$ cat src/rtl/digit_scan_ctrl.sv
// Scan controller for a 4-digit seven-segment display: drives the nibble mux select/enable and active-low anodes.
// Optional inter-digit dead time is compiled in with `define DIGIT_SCAN_DEADTIME_EN.
module digit_scan_ctrl #(
    parameter int PRESCALE    = 100000,
    parameter int DEAD_CYCLES = 1000
) (
    input  logic       clk,
    input  logic       rst_n,
    input  logic       run,
    input  logic [3:0] blank_mask,
    output logic [1:0] select,
    output logic       enable,
    output logic [3:0] an,
    output logic       digit_tick
);

    localparam int PW = $clog2(PRESCALE);
    localparam logic [PW-1:0] P_LAST = PW'(PRESCALE - 1);

    logic [PW-1:0] p;
    logic [1:0]    d;
    logic          run_q;
    logic [3:0]    blank_q;
    logic          dead;
    logic          lit;

    if (PRESCALE < 2) begin : g_bad_prescale
        $error("digit_scan_ctrl: PRESCALE must be at least 2");
    end

    if (DEAD_CYCLES < 0) begin : g_bad_dead_neg
        $error("digit_scan_ctrl: DEAD_CYCLES must not be negative");
    end

    always_ff @(posedge clk or negedge rst_n) begin
        if (!rst_n) begin
            p          <= '0;
            d          <= '0;
            run_q      <= 1'b0;
            blank_q    <= '0;
            digit_tick <= 1'b0;
        end else begin
            run_q   <= run;
            blank_q <= blank_mask;
            if (!run) begin
                p          <= '0;
                d          <= '0;
                digit_tick <= 1'b0;
            end else if (run_q) begin
                if (p == P_LAST) begin
                    p          <= '0;
                    d          <= d + 2'd1;
                    digit_tick <= 1'b1;
                end else begin
                    p          <= p + PW'(1);
                    digit_tick <= 1'b0;
                end
            end else begin
                // First cycle after run rises: digit 0 starts its full period from here.
                p          <= '0;
                d          <= '0;
                digit_tick <= 1'b0;
            end
        end
    end

`ifdef DIGIT_SCAN_DEADTIME_EN
    localparam logic [PW-1:0] DEAD_LIM = PW'(DEAD_CYCLES);

    if (DEAD_CYCLES >= PRESCALE) begin : g_bad_dead
        $error("digit_scan_ctrl: DEAD_CYCLES must be less than PRESCALE");
    end

    assign dead = (p < DEAD_LIM);
`else
    assign dead = 1'b0;
`endif

    // Outputs decode from flops only, so select and an always switch on the same edge.
    always_comb begin
        lit    = run_q & ~blank_q[d] & ~dead;
        select = d;
        enable = lit;
        an     = lit ? ~(4'b0001 << d) : 4'b1111;
    end

endmodule

$ cat config.mk
export PLATFORM = sky130hd
export DESIGN_NAME = digit_scan_ctrl
export DESIGN_NICKNAME = d
export VERILOG_FILES = /design/src/rtl/digit_scan_ctrl.sv
export SDC_FILE = /design/constraint.sdc
export NUM_CORES = 1
export LEC_CHECK = 0
export CORE_ASPECT_RATIO = 1.75
export CORE_UTILIZATION = 54
export CTS_CLUSTER_SIZE = 24
export DETAILED_ROUTE_END_ITERATION = 7
export GPL_ROUTABILITY_DRIVEN = 0
export PLACE_DENSITY_LB_ADDON = 0.3
export SLEW_MARGIN = 10
export SYNTH_ARGS = -nofsm -noshare
export SYNTH_HDL_FRONTEND = slang
export SYNTH_SLANG_ARGS = --single-unit
$ cat constraint.sdc
create_clock -name clk -period 2.1 [get_ports clk]
set_input_delay 0.315 -clock clk [delete_from_list [all_inputs] [get_ports clk]]
set_output_delay 0.315 -clock clk [all_outputs]
set_load 0.005 [all_outputs]
==> results.py <==
# Flow results
metrics = {
    "outcome": {
        "status": "finished, final reports clean",
    },
    "synth": {
        "top_cells_by_count": "25 x dfrtp_1, 12 x xnor2_1, 10 x nand2_1, 10 x nor2_1, 8 x nor2_4",
        "synthFlopType": "dfrtp_1",
        "edf_count": 0,
        "simple_gate_share_pct": 28.4,
        "synth_flops": 25,
        "yosysMostFrequentCell": "dfrtp_1",
        "syn_avg_cell_area_um2": 11.5,
        "yosys_warnings": 0,
        "top_cell_area_share_pct": 48.8,
        "synthAoiAreaFrac_pct": 0,
        "ys_chip_area_mm2": 0.00128,
        "syn_area_mm2": 0.00128,
        "xor_share_pct": 10.9,
        "adder_share_pct": 4.88,
        "yosys.area.top_type": "dfrtp_1",
        "synth_nets": 124,
    },
    "clock_network": {
        "cts_resized": 7,
        "postCtsSetupBuffers": 2,
        "cts.sinks": 25,
        "clockBufferDepth": 2,
        "cts.htree.levels": 1,
        "postCtsHoldBufs": 0,
        "insertion_delay_ns": 0.27,
        "cts_root_buf": "clkbuf_8",
        "cts_made_buffers": 3,
        "clkTransAtPathRegs_ns": 0.08,
    },
    "die": {
        "fp-utilization_pct": 56.4,
        "dieArea_mm2": 0.00258,
    },
    "critical_path": {
        "crit_arrival_ns": 1.70,
        "required_ns": 1.78,
        "r2r_start": "p[0]",
        "path_max_fanout": 3,
        "startpoint": "select[0]",
        "r2r_slack_ns": 0.39,
        "start_kind": "flop",
        "r2r-end": "p[5]",
        "crit_type": "flop to primary output",
    },
    "place": {
        "dp_cells": 152,
        "io_buffer_count": 14,
        "hpwl_um": 1710,
        "place_ws_ns": 0.0584,
    },
    "power_and_ir_drop": {
        "combPwrFrac_pct": 6.5,
        "finalPower_uw": 819,
        "pg_comb_uw": 53.2,
        "p_int_uw": 649,
        "leakage_nw": 0.592,
        "power_top_consumer": "sequential cells",
        "sw_frac_of_total_pct": 20.8,
        "pg_clk_uw": 275,
        "p_sw_uw": 170,
        "seq_power_share_pct": 60.0,
    },
    "drt": {
        "top_layer": "met4",
        "final_antenna_net_count": 0,
        "wl_um": 2250,
        "dr_wl_met2_um": 1300,
        "detail_route.vias_per_cell": 5.62,
        "m1WireLength_um": 808,
        "vias": 888,
        "wl_per_cell_um": 14.2,
        "drtPass1Iterations": 4,
    },
    "finish": {
        "drive_gt1_share_pct": 19.5,
        "diodes": 0,
        "syn_to_final_growth_pct": 18.2,
    },
    "timing": {
        "post-route-period-util_pct": 96.1,
        "setup-violations-final": 0,
        "fin_skew_ns": 0.00442,
        "rsz0062_at_grt": "no",
        "holdWs_ns": 0.410,
        "hold_viol_final": 0,
        "fin_tns_setup_ns": 0,
        "fmax_ghz": 0.496,
        "finalWorstSetupSlack_ns": 0.0828,
        "finalCriticalPeriod_ns": 2.02,
        "tightest_slew_ns": 0.424,
    },
    "grt": {
        "grt_first_pass_wirelength_um": 3710,
        "antenna_found_initial": 0,
        "grt_max_degree": 26,
        "groute.usage.overall_pct": 21.0,
    },
    "job": {
        "drv_cap": 0,
        "tool_warnings": 29,
    },
}
-- state kept, by name, indices dropped and copies added, names as in the netlist --
| name | flops |
|---|---|
| run_q | 1 |
| digit_tick | 1 |
| blank_q | 4 |
| select | 2 |
| p | 17 |
-- metal layers --
metal | up-vias | GRT usage [%]
met5 | - | 0
met4 | 0 | 12.9
met3 | 7 | 4.00
met2 | 23 | 38.3
met1 | 437 | 19.6
li1 | 421 | -
-- critical path, stage by stage (launching register included) --
cell and delay [ns]:
dfrtp_1 0.38, mux4_2 0.54, nor2b_4 0.17, buf_6 0.11, nand2_1 0.04, clkdlybuf4s15_1 0.19
-- layout make-up --
type                       count  area [µm²]
timing repair buffer          20         193
clock buffer                   4        45.0
tap                           25        31.3
multi-input combinational     80         607
sequential                    25         626
fill                         181         757
inverter                       4        15.0
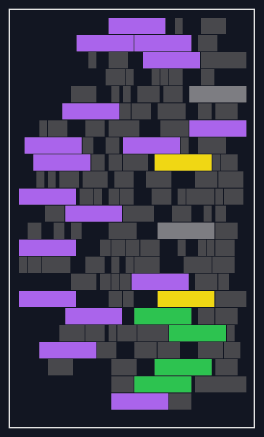
Figure 1: sequential cells grouped by signal name.
- yellow: `select` (placed flops 2)
- green: `blank_q` (placed flops 4)
- purple: `p` (placed flops 17)
Flop+latch power: 491 µW
Seq/total area: 41.3%
Finished Core Util: 66.7%

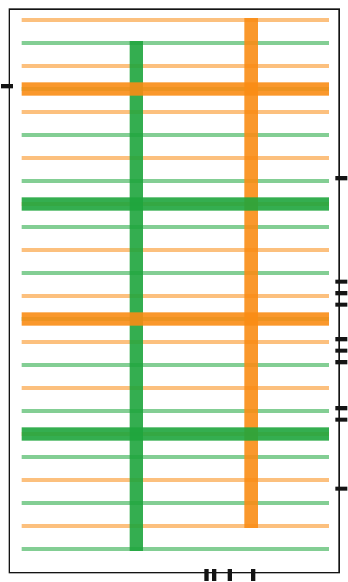
Figure 2: floorplan with the power grid.
Pins as bars on the die edge.
- orange: VDD
- green: VSS
- signal pins: 15
- met5 straps: 4
- met1 rails: 24
die height: 66.5 µm
Core Area: 0.00227 mm²
die width: 38.8 µm
Peak supply drop: 0.000363 V

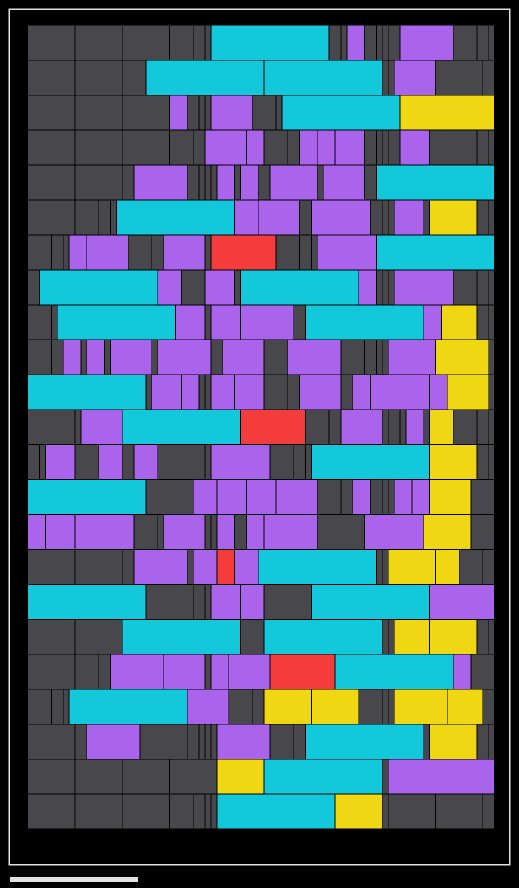
Figure 3: cells colored by class.
The bar under the picture is 10 µm long. Fill, decap, tap and diode cells in gray.
- yellow: other buffers and delay cells (cells 20)
- cyan: flops (cells 25)
- red: clock drivers and dummy loads (cells 4)
- purple: combinational and other logic (cells 84)
Final Cell Area: 0.00152 mm²
# rows: 23

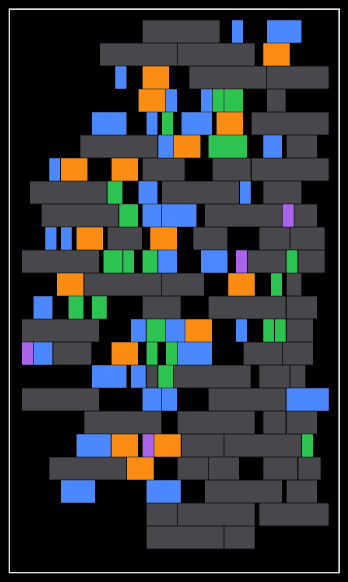
Figure 4: gate families picked out.
- green: NAND gates (cells 20; most used nand2_1)
- orange: XOR/XNOR gates (cells 16; most used xnor2_1)
- blue: NOR gates (cells 33; most used nor2_1)
- purple: inverters (cells 4; most used inv_1)
logic share of the area: 40.0%
most numerous logic cell after layout: dfrtp_1
final std cells w/o fill: 158

No activity file was given, so power comes from the tool's default toggle rates.
